==> images/cell_classes.png <==
Drawn at 4 px/µm.
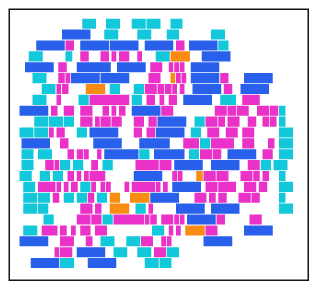
==> images/clock_map.png <==
Drawn at 4 px/µm.
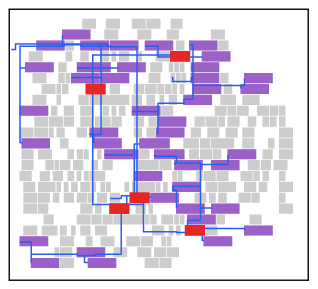
==> images/final_placement.png <==
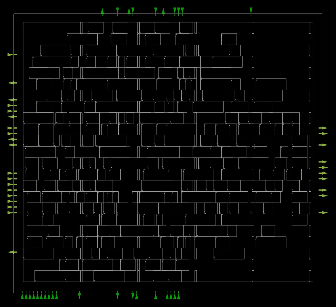
==> images/met2.png <==
Drawn at 6 px/µm.
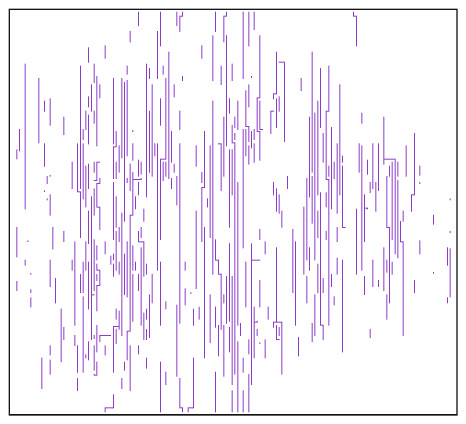
==> images/port_nets.png <==
Drawn at 6 px/µm.
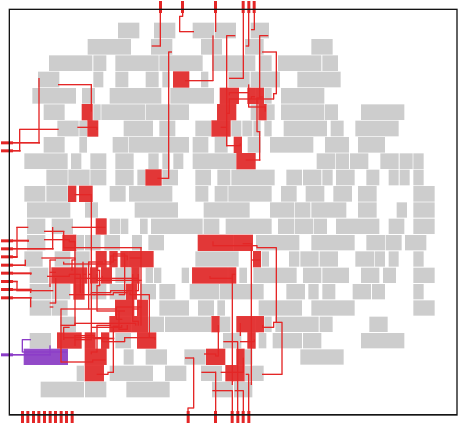
==> config.mk <==
export PLATFORM = sky130hd
export DESIGN_NAME = control_pipe
export DESIGN_NICKNAME = d
export VERILOG_FILES = /design/src/rtl/ctrl_pkg.sv /design/src/rtl/control_decode.sv /design/src/rtl/control_pipe.sv
export SDC_FILE = /design/constraint.sdc
export NUM_CORES = 1
export LEC_CHECK = 0
export CORE_ASPECT_RATIO = 0.9
export CORE_MARGIN = 2
export CORE_UTILIZATION = 41
export CTS_BUF_LIST = sky130_fd_sc_hd__clkbuf_8 sky130_fd_sc_hd__clkbuf_16
export DETAILED_ROUTE_END_ITERATION = 7
export GPL_ROUTABILITY_DRIVEN = 0
export PLACE_DENSITY_LB_ADDON = 0.3
export SLEW_MARGIN = 10
export SYNTH_ARGS = -nofsm -noshare
export SYNTH_HDL_FRONTEND = slang
export SYNTH_SLANG_ARGS = --single-unit
==> constraint.sdc <==
create_clock -name clk -period 2.25 [get_ports clk]
set_clock_uncertainty 0.05 [all_clocks]
set_input_delay 0.45 -clock clk [delete_from_list [all_inputs] [get_ports clk]]
set_output_delay 0.45 -clock clk [all_outputs]
set_load 0.01 [all_outputs]
==> impl_metrics.tcl <==
# yosys + openroad results
set metrics [dict create \
    cpPeakStageDelay_ps 510 \
    yosysWarnings 0 \
    swShare 0.230 \
    yosys.area_share.simple 0.304 \
    regArea_um2 871 \
    required_ps 1750 \
    cts_buffers 5 \
    ys_types 33 \
    worst-path-stages 5 \
    max_freq_mhz 431 \
    synth_chip_area_um2 1830 \
    slew_viol_final 0 \
    floorplan.nets 230 \
    fp_util 0.418 \
    grt_setup_unrepaired "yes" \
    synth_area_per_cell_um2 9.42 \
    pwr-share-seq 0.564 \
    lay_top_cells "dfxtp_1 (39), clkdlybuf4s50_1 (28), buf_4 (26), nor2_1 (22), nand2_1 (19)" \
    edf_count 0 \
    setup_viol 1 \
    ff2ff_setup_slack_ps 230 \
    clock_area_frac 0.0323 \
    syn2layout_area_growth_pct 44.1 \
    most_common_cell "dfxtp_1" \
    pwr-share-comb 0.096 \
    inv_count 0 \
    drtPass1Iterations 4 \
    ant_nets 0 \
    drive_gt1_frac 0.205 \
    fa_ha_area_frac 0 \
    die-area_um2 5010 \
    cts_tree "done" \
    lay_top_count "dfxtp_1" \
    synth_cells 194 \
    outcome "finished, violations left" \
    grt.total_usage 0.191 \
    p_int_mw 1.05 \
    grt_pass1_wl_um 6940 \
    fin_crit_sh 1.03 \
    die_w_um 74.4 \
    wl_met2_um 2090 \
    hold_path.class "reg2reg" \
    htreeDepth 2 \
    drtIter0Drc 40 \
    syn_area_um2 1830 \
    wl_per_cell_um 12.6 \
    power_switching_mw 0.314 \
    ys_sh_xor 0.144 \
    critical_path.cell_chain "clkdlybuf4s50_1 -> xnor2_1 -> nand3_1 -> a2111oi_4 -> buf_2" \
    fin_ws_ps -70.5 \
    path_buffers 2 \
    cap_violations 0 \
    vias_per_cell 4.67 \
    p_total_mw 1.37 \
    tns_ps -70.5 \
    place.detailed.hpwl_um 3150 \
    warning_count 38 \
    start_kind "input pin" \
    ys_cells 194 \
    worst_pin_slew_ps 298 \
    route.top_layer_used "met4" \
    sh_comb_area 0.365 \
    gr-total-overflow 0 \
    post_cts_resized 52 \
    synthArstFlopShare 0 \
    dieHeight_um 67.3 \
    nNetsFinal 303 \
    finalHoldViolCount 0 \
    violations "negative setup slack" \
    largest_class "logic gates" \
    min_path_cells 1 \
    critPathTopFamily "buffers and inverters" \
    grt_max_degree 26 \
    dp_cells 320 \
    topCellsByArea "dfxtp_1 (47%), xor2_1 (8.6%), and2_1 (5.8%), xnor2_1 (5.7%), nor2_1 (4.5%)" \
    yosysTopAreaCell "dfxtp_1" \
    comb_area_um2 961 \
]
Notes on cell_classes.png above:
| class | color | cells |
|---|---|---|
| other buffers and delay cells | cyan | 74 |
| clock drivers and dummy loads | orange | 8 |
| flip-flops | blue | 43 |
| all other logic | magenta | 143 |
core footprint: 4370 µm²
final core utilization: 0.602
Seq/total area: 0.331
cell row count: 23

Notes on clock_map.png above:
[clock wires] blue | length: 504 µm
[cells driving clock nets] red | count: 5
[flip-flops] purple | count: 43
flops lie: spread over the die
routed clock nets: 6
Latency at later pin: 300 ps
clock share of power: 0.340
Clk. pwr: 0.464 mW

Notes on final_placement.png above:
filler instances: 433
Tap Cells: 62
flop count: 43
non-filler instance count after layout: 330

Notes on met2.png above:
longest straight run: 38.6 µm
nets with wire on the layer: 241
routing usage on met2: 0.333
total number of vias: 1541
drt total wl: 4150 µm

Notes on port_nets.png above:
| port | color | bits | direction | edge | end cells | wire |
|---|---|---|---|---|---|---|
| `ex_alusrc` | purple | 1 | output | left | 1 | 18.5 µm |
| `id_instr` | red | 32 | input | 16 bottom, 10 left, 6 top | 49 | 739 µm |
Top Ports: 58
port buffer count: 47

power by group through the flow:
| stage | sequential (mW) | combinational, mW | clock, mW |
|---|---|---|---|
| floorplan | 0.791 | 0.0479 | 0 |
| global placement | 0.792 | 0.134 | 0 |
| detailed placement | 0.792 | 0.136 | 0 |
| CTS | 0.772 | 0.132 | 0.488 |
| global route | 0.772 | 0.144 | 0.517 |
| finish | 0.771 | 0.131 | 0.464 |
metal layers:
layer,vias to the layer above,track usage
met5,-,0
met1,700,0.213
met3,5,0.0567
met4,0,0.0915
met2,39,0.333
li1,797,-
through the flow:
step	cell area [µm²]	hold slack (ps)
after CTS	2620	388
after global placement	2510	369
final	2630	386
after global routing	2630	411
after detailed placement	2510	369
after floorplan	1830	362
Power figures rest on the tool's default switching activity, not on a simulated workload.
